==> run_1/final_congestion.png <==
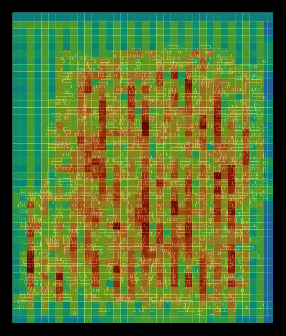
==> run_1/met1.png <==
Bar = 100 um.
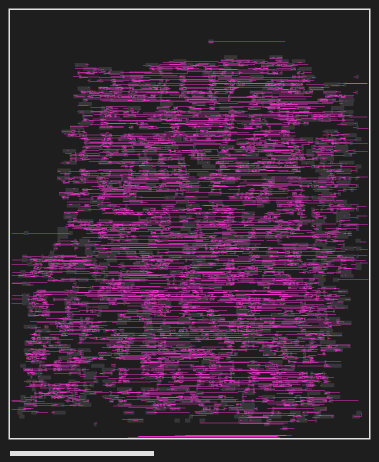
==> run_1/wire_density.png <==
25 x 30 tiles, from white (low) to dark blue (high), scaled to the fullest tile. Values are wire area over tile area, all layers added.
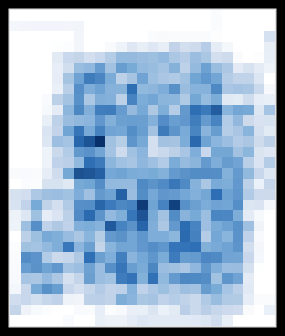
==> run_1/zoom.png <==
Bar = 5 um. Window x 178 to 198, y 214 to 234 um. Cells in grey, sequential cells in the stronger grey; small squares are vias.
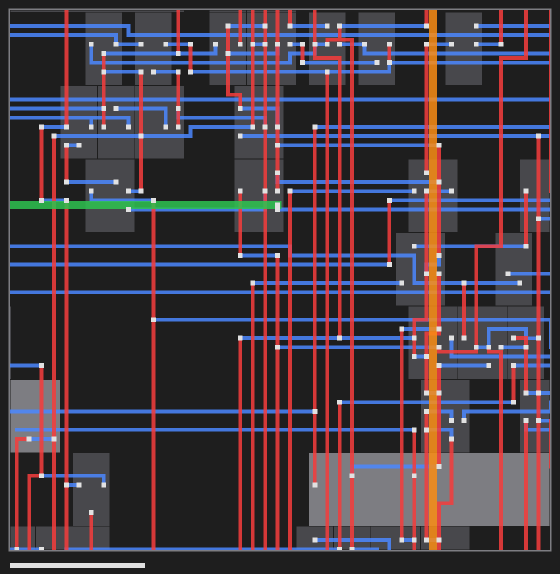
Design regfile_scoreboard, sky130hd; sources not shown.
==> run summary, run 1 <==
antenna violations before repair - 0
fmax - 504 MHz
Syn Area/Cell - 7.09 sq um
Leak - 10.4 nW
Layout Skew - 0.0275 ns
Die H - 298 um
distinct lib cells - 27
CP bufs+invs - 1
CTS buffer count - 41
cell count listed in synth_stat.txt - 2437
MaxCap Viol Count - 0
Clock Root Buffer - clkbuf_16
Placed Cells - 3395
CP delay by family, top - simple AND/OR/NAND/NOR gates
Yosys chip area - 17300 sq um
R2R depth - 15
largest net degree at the start of global routing - 78
non-filler cells in the finished layout - 3500
Late-Pin Clk Latency - 0.58 ns
Place WS - -1.12 ns
Peak supply drop - 0.000836 V
startpoint type of the worst setup path - flip-flop
Final Setup Violations - 34
Yosys reg bits - 306
GPL Wtd Cong - 0.825
max-slew violations - 0
DRT Pass-1 Iters - 6
global-route wire length before repair - 112000 um
Area growth syn-to-layout - 27.6%
Top cells by area - dfrtp_1 44%, nand2_1 18%, nand3_1 10%
antenna cell count - 0
min Tclk post-route - 1.98 ns
RSZ-0062 raised after global routing - true
run status - complete, but fails checks
post-synthesis sequential area ratio - 0.443
floorplan core area - 68400 sq um
Synth Cell Area - 17300 sq um
Levels on crit path - 9
Worst EP required - 1.26 ns
ys flop type - dfrtp_1
final hold vios - 0
CP max FO - 3
Row Count - 105
r2r setup slk - -0.53 ns
vias in the first global route - 17200
most numerous cell on the critical path - nand2_1
CTS tree - built
H-Tree Depth - 2
Hold/Removal Path Class - in2async
worst setup margin - -0.583 ns
Critical-path top delay cell - dfrtp_1
post-route DRC violation count - 0
fin crit share - 1.42
Vias/cell - 4.97
DP HPWL - 46900 um
Power Total - 31.1 mW
failing checks - negative setup slack
tool warnings - 28
syn_nets - 2479
Iteration-0 DRC Markers - 1466
CTS Sinks - 306
Cell Pwr Density - 1410 nW/um^2
ANT nets after route - 0
die width - 250 um
slew at the pin closest to its max-slew limit - 0.746 ns
clock-pin transition on the worst setup and hold timing paths - 0.06 ns
number of synthesis warnings - 0
number of enable flip-flop cells - 0
IO Pins - 77
crit-path cells - nand2_1 > nand3_2 > nand3_2 > nand2_1 > nand2_1 > nand2_2 > nand2_4 > a21boi_2 > buf_6
max FFs per register - 256
Setup CP Type - reg2out
die area - 74500 sq um
cell taking the most area after synthesis - dfrtp_1
total gr overflow - 0
Worst setup EP type - output pin
About final_congestion.png:
GR peak layer: met2
final core utilization: 0.322

About met1.png:
wire length on this layer = 34.2 mm
main direction = horizontal
share of all routed wire = 45%
GR Layer Usage met1: 0.264
Vias: 17400

About wire_density.png:
tiles over half the peak = 26%
mean over tiles = 0.16
fullest tile = 0.52
emptiest ninth of the die = top left
nearly empty tiles = 18%
densest ninth of the die = middle
DR WL/cell: 21.9 um
Post-Route WL: 76800 um
Total Routing Usage GR: 0.195

About zoom.png:
met3 -> green
met2 -> red
met1 -> blue
met4 -> orange
most frequent = nand2_1 (11), nand3_1 (9)
cells with their middle in the window = 23
sequential cells in the window = 1

[run 1: timing repair]
| item | CTS | global route |
|---|---|---|
| endpoints found under the setup margin | 68 | 113 |
| gates cloned | 5 | 6 |
| hold buffers | 1 | 0 |
| setup buffers | 11 | 9 |
| pin swaps | 7 | 12 |
| resized | 162 | 24 |
| hold endpoints to repair | 306 | 0 |
[run 1: cell usage in the layout (no fill, tap or decap), types with 3 or more instances in the layout]
cell,Yosys,layout
a21oi_1,6,6
a22oi_1,8,5
a22oi_2,0,3
buf_12,0,51
buf_16,0,4
buf_2,66,29
buf_4,5,123
buf_6,5,11
bufinv_16,0,5
clkbuf_1,86,12
clkbuf_16,0,47
clkbuf_8,0,7
clkdlybuf4s15_2,0,7
clkdlybuf4s50_1,0,33
clkinvlp_4,0,3
dfrtp_1,306,306
inv_1,234,232
inv_2,6,8
nand2_1,822,805
nand2_2,1,16
nand3_1,356,353
nand3_2,1,3
nand4_1,33,33
nor2_1,42,32
nor2_2,0,7
nor2_4,0,3
o211ai_1,131,131
o21ai_0,282,282
o31ai_1,7,7
xnor2_1,3,3
[run 1: kinds of logic (layout without fill, tap and decap cells)]
group	count (synthesis)	count (layout)	share of synthesized area
simple gates	1256	1256	0.305
compound gates	440	440	0.149
buf+inv	432	586	0.102
flops	306	306	0.443
xor+xnor	3	3	0.00152
[run 1: routing by layer]
metal | track usage | wire [um] | vias up | part of all wire
met5 | 0 | 0 | - | 0
met1 | 0.264 | 34200 | 8450 | 0.45
li1 | - | - | 8236 | -
met2 | 0.320 | 35800 | 588 | 0.47
met3 | 0.0286 | 4030 | 132 | 0.052
met4 | 0.0701 | 2740 | 0 | 0.036
[run 1: Yosys cell counts, types with 6 or more instances]
cell,n
o31ai_1,7
nand2_1,822
a22oi_1,8
buf_1,26
o21ai_0,282
nand4_1,33
nor2_1,42
inv_2,6
o211ai_1,131
a21oi_1,6
clkbuf_1,86
dfrtp_1,306
nand3_1,356
inv_1,234
buf_2,66
[run 1: power by group]
group,switching (mW),internal [mW]
Sequential,1.06,10.9
Combinational,5.03,3.07
Clock,4.33,6.73
Total,10.4,20.7
[run 1: stage by stage]
stage | TNS, ns | utilization | hold WS [ns] | cell area (sq um)
floorplan | 0 | - | -0.156 | 17300
global placement | -128.35 | 0.294 | 0.0997 | 20100
detailed placement | -131.22 | 0.294 | 0.0984 | 20100
CTS | -13.07 | 0.318 | 0.0776 | 21800
global route | -21.67 | 0.322 | 0.107 | 22000
finish | -17.33 | 0.322 | 0.0940 | 22000
[run 1: final cells by class]
class	instances	area (sq um)
fillers	7265	46400
multi-input cells	1699	8000
flip-flops and latches	306	7660
repair buffers	270	2950
clock buffers	60	1170
well taps	909	1140
inverters	242	908
clock inverters	14	233
==> run_1/metal_stack.png <==
Bar = 100 um. Two of the layers only.
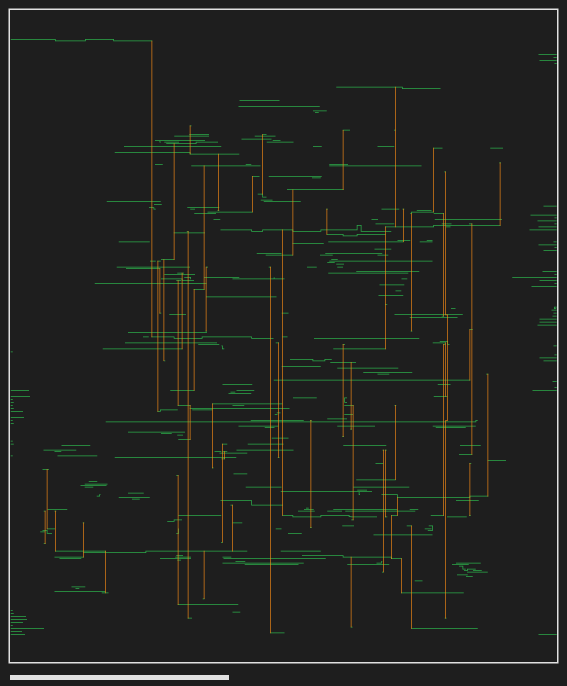

==> run 2, diff against run 1 <==
--- a/config.mk
+++ b/config.mk
@@ -10,9 +10,10 @@
 export CORE_ASPECT_RATIO = 1.2
 export CORE_MARGIN = 5
 export CORE_UTILIZATION = 25
-export CTS_CLUSTER_DIAMETER = 80
 export DETAILED_ROUTE_END_ITERATION = 8
+export HOLD_SLACK_MARGIN = 0.08
 export PLACE_DENSITY_LB_ADDON = 0.1
+export RECOVER_POWER = 100
 export SLEW_MARGIN = 20
 export SYNTH_ARGS = -nofsm -noshare
 export SYNTH_HDL_FRONTEND = slang
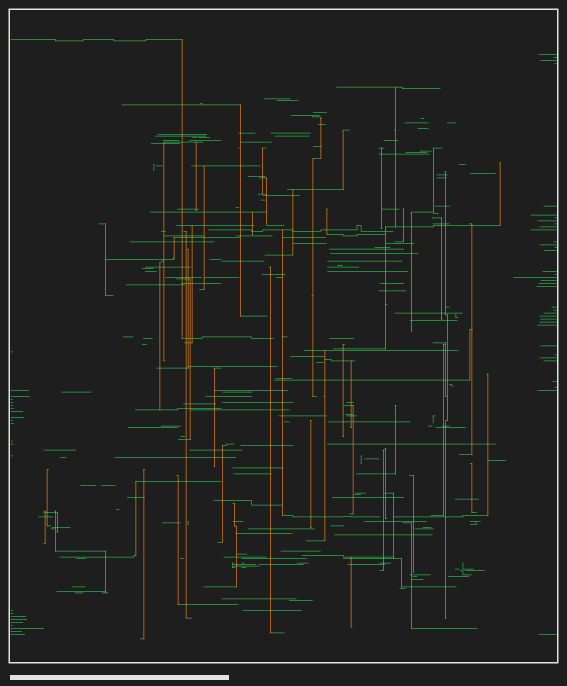
(run_2/metal_stack.png)
Bar = 100 um. Two of the layers only.
met3 -> green  # wire length 3850 um
met4 -> orange  # wire length 3220 um
Total Routing Usage GR: 0.195
DR WL/cell: 21.9 um
Vias: 17300

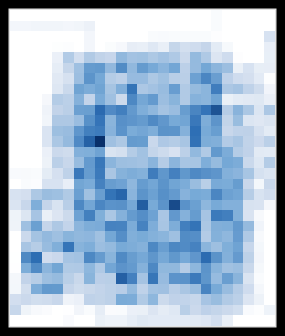
(run_2/wire_density.png)
25 x 30 tiles, from white (low) to dark blue (high), scaled to the fullest tile. Values are wire area over tile area, all layers added.
fullest tile = 0.54
nearly empty tiles = 18%
densest ninth of the die = middle
emptiest ninth of the die = top left
Post-Route WL: 76500 um

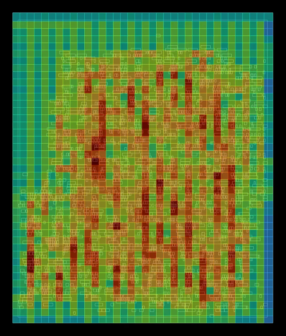
(run_2/final_congestion.png)
GR Layer Usage met1: 0.265
final core utilization: 0.314
M2 GR Usage: 0.316
met3 Use GR: 0.0285

==> run summary, run 2 <==
floorplan core area - 68400 sq um (unchanged)
die area - 74500 sq um (unchanged)
max-slew violations - 0 (unchanged)
max FFs per register - 256 (unchanged)
Synth top cells by count - 822 x nand2_1, 356 x nand3_1, 306 x dfrtp_1 (unchanged)
Leak - 10.1 nW (was 10.4 nW)
Die H - 298 um (unchanged)
Row Count - 105 (unchanged)
ys flop type - dfrtp_1 (unchanged)
distinct lib cells - 27 (unchanged)
post-synthesis sequential area ratio - 0.443 (unchanged)
cell count listed in synth_stat.txt - 2437 (unchanged)
worst setup margin - -0.578 ns (was -0.583 ns)
Layout Skew - 0.0211 ns (was 0.0275 ns)
CP max FO - 3 (unchanged)
min Tclk post-route - 1.98 ns (about the same)
Synth Cell Area - 17300 sq um (unchanged)
Area growth syn-to-layout - 24.3% (was 27.6%)
IO Pins - 77 (unchanged)
slew at the pin closest to its max-slew limit - 0.768 ns (was 0.746 ns)
Peak supply drop - 0.000869 V (was 0.000836 V)
Worst setup EP type - output pin (unchanged)
Final Setup Violations - 110 (was 34)
DP HPWL - 46900 um (unchanged)
die width - 250 um (unchanged)
number of enable flip-flop cells - 0 (unchanged)
Top cell excl fill/tap - nand2_1 (unchanged)
total negative slack - -17.32 ns (was -17.33 ns)
r2r setup slk - -0.43 ns (was -0.53 ns)
Late-Pin Clk Latency - 0.58 ns (about the same)
fmax - 505 MHz (was 504 MHz)
antenna violations before repair - 0 (unchanged)
layout cells sized above 1 - 0.116 (was 0.132)
tool warnings - 28 (unchanged)
CTS tree - built (unchanged)
R2R depth - 12 (was 15)
post-route DRC violation count - 0 (unchanged)
clock-pin transition on the worst setup and hold timing paths - 0.06 ns (about the same)
ANT nets after route - 0 (unchanged)
largest net degree at the start of global routing - 78 (unchanged)
Top cells excl fill/tap - 819 x nand2_1, 353 x nand3_1, 306 x dfrtp_1 (was 805 x nand2_1, 353 x nand3_1, 306 x dfrtp_1)
failing checks - negative setup slack (unchanged)
Clock Root Buffer - clkbuf_16 (unchanged)
CTS Sinks - 306 (unchanged)
Vias/cell - 4.97 (about the same)
Cell Pwr Density - 1420 nW/um^2 (was 1410 nW/um^2)
startpoint type of the worst setup path - flip-flop (unchanged)
Place WS - -1.12 ns (unchanged)
Setup CP Type - reg2out (unchanged)
Power Total - 30.6 mW (was 31.1 mW)
design area - 21500 sq um (was 22000 sq um)
antenna cell count - 0 (unchanged)
cell taking the most area after synthesis - dfrtp_1 (unchanged)
Worst EP required - 1.26 ns (about the same)
global-route wire length before repair - 111000 um (was 112000 um)
number of synthesis warnings - 0 (unchanged)
vias in the first global route - 17100 (was 17200)
GPL Wtd Cong - 0.825 (unchanged)
dpl cell area - 20100 sq um (unchanged)
WHS Path Cells - 3
DRT Pass-1 Iters - 6 (unchanged)
Top cells by area - dfrtp_1 44%, nand2_1 18%, nand3_1 10% (unchanged)
non-filler cells in the finished layout - 3488 (was 3500)
run status - complete, but fails checks (unchanged)
final hold vios - 0 (unchanged)
Iteration-0 DRC Markers - 1462 (was 1466)
fin crit share - 1.41 (was 1.42)
H-Tree Depth - 2 (unchanged)
run 2: cell counts after synthesis:
No cell type changed its count.
run 2: layer usage:
| metal | GRT usage | up-vias | wire (um) |
|---|---|---|---|
| li1 | - | 8207 | - |
| met1 | 0.265 | 8420 | 34200 |
| met2 | 0.316 | 564 | 35200 |
| met3 | 0.0285 | 142 | 3850 |
| met4 | 0.0729 | 0 | 3220 |
| met5 | 0 | - | 0 |
run 2: kinds of logic (layout without fill, tap and decap cells):
group | Yosys count | after routing | synth area share
AND-OR/OR-AND | 440 | 440 | 0.149
XOR/XNOR | 3 | 3 | 0.00152
buffers and inverters | 432 | 574 | 0.102
flip-flops | 306 | 306 | 0.443
AND/OR/NAND/NOR | 1256 | 1256 | 0.305
run 2: report_power, final:
| part | total (mW) | internal [mW] | leakage, nW | switching (mW) |
|---|---|---|---|---|
| sequential | 11.9 | 10.9 | 3.76 | 1.05 |
| clock | 11.0 | 6.58 | 0.678 | 4.39 |
| combinational | 7.69 | 2.77 | 5.69 | 4.92 |
run 2: critical path: stages, from the launching register on:
cell and delay [ns]:
dfrtp_1 0.42, nand2_1 0.07, nand3_1 0.08, nand3_1 0.06, nand3_1 0.12, nand3_4 0.16, a21boi_2 0.20, buf_6 0.14
run 2: timing repair:
action / in CTS / in global routing
setup buffers: 3 / 5
hold endpoints to repair: 306 / 0
hold buffers: 3 / 0
resized: 127 / 21
cloned: 0 / 6
pin swaps: 12 / 15
endpoints found under the setup margin: 68 / 113
run 2: final cells by class:
type                            instances  area (sq um)
Clock inverter                         13           175
Timing Repair Buffer                  256          2440
Inverter                              242           908
Clock buffer                           63          1220
Fill cell                            7359         47000
Multi-Input combinational cell       1699          7950
Tap cell                              909          1140
Sequential cell                       306          7660
Power is estimated from default activity; no workload was simulated.
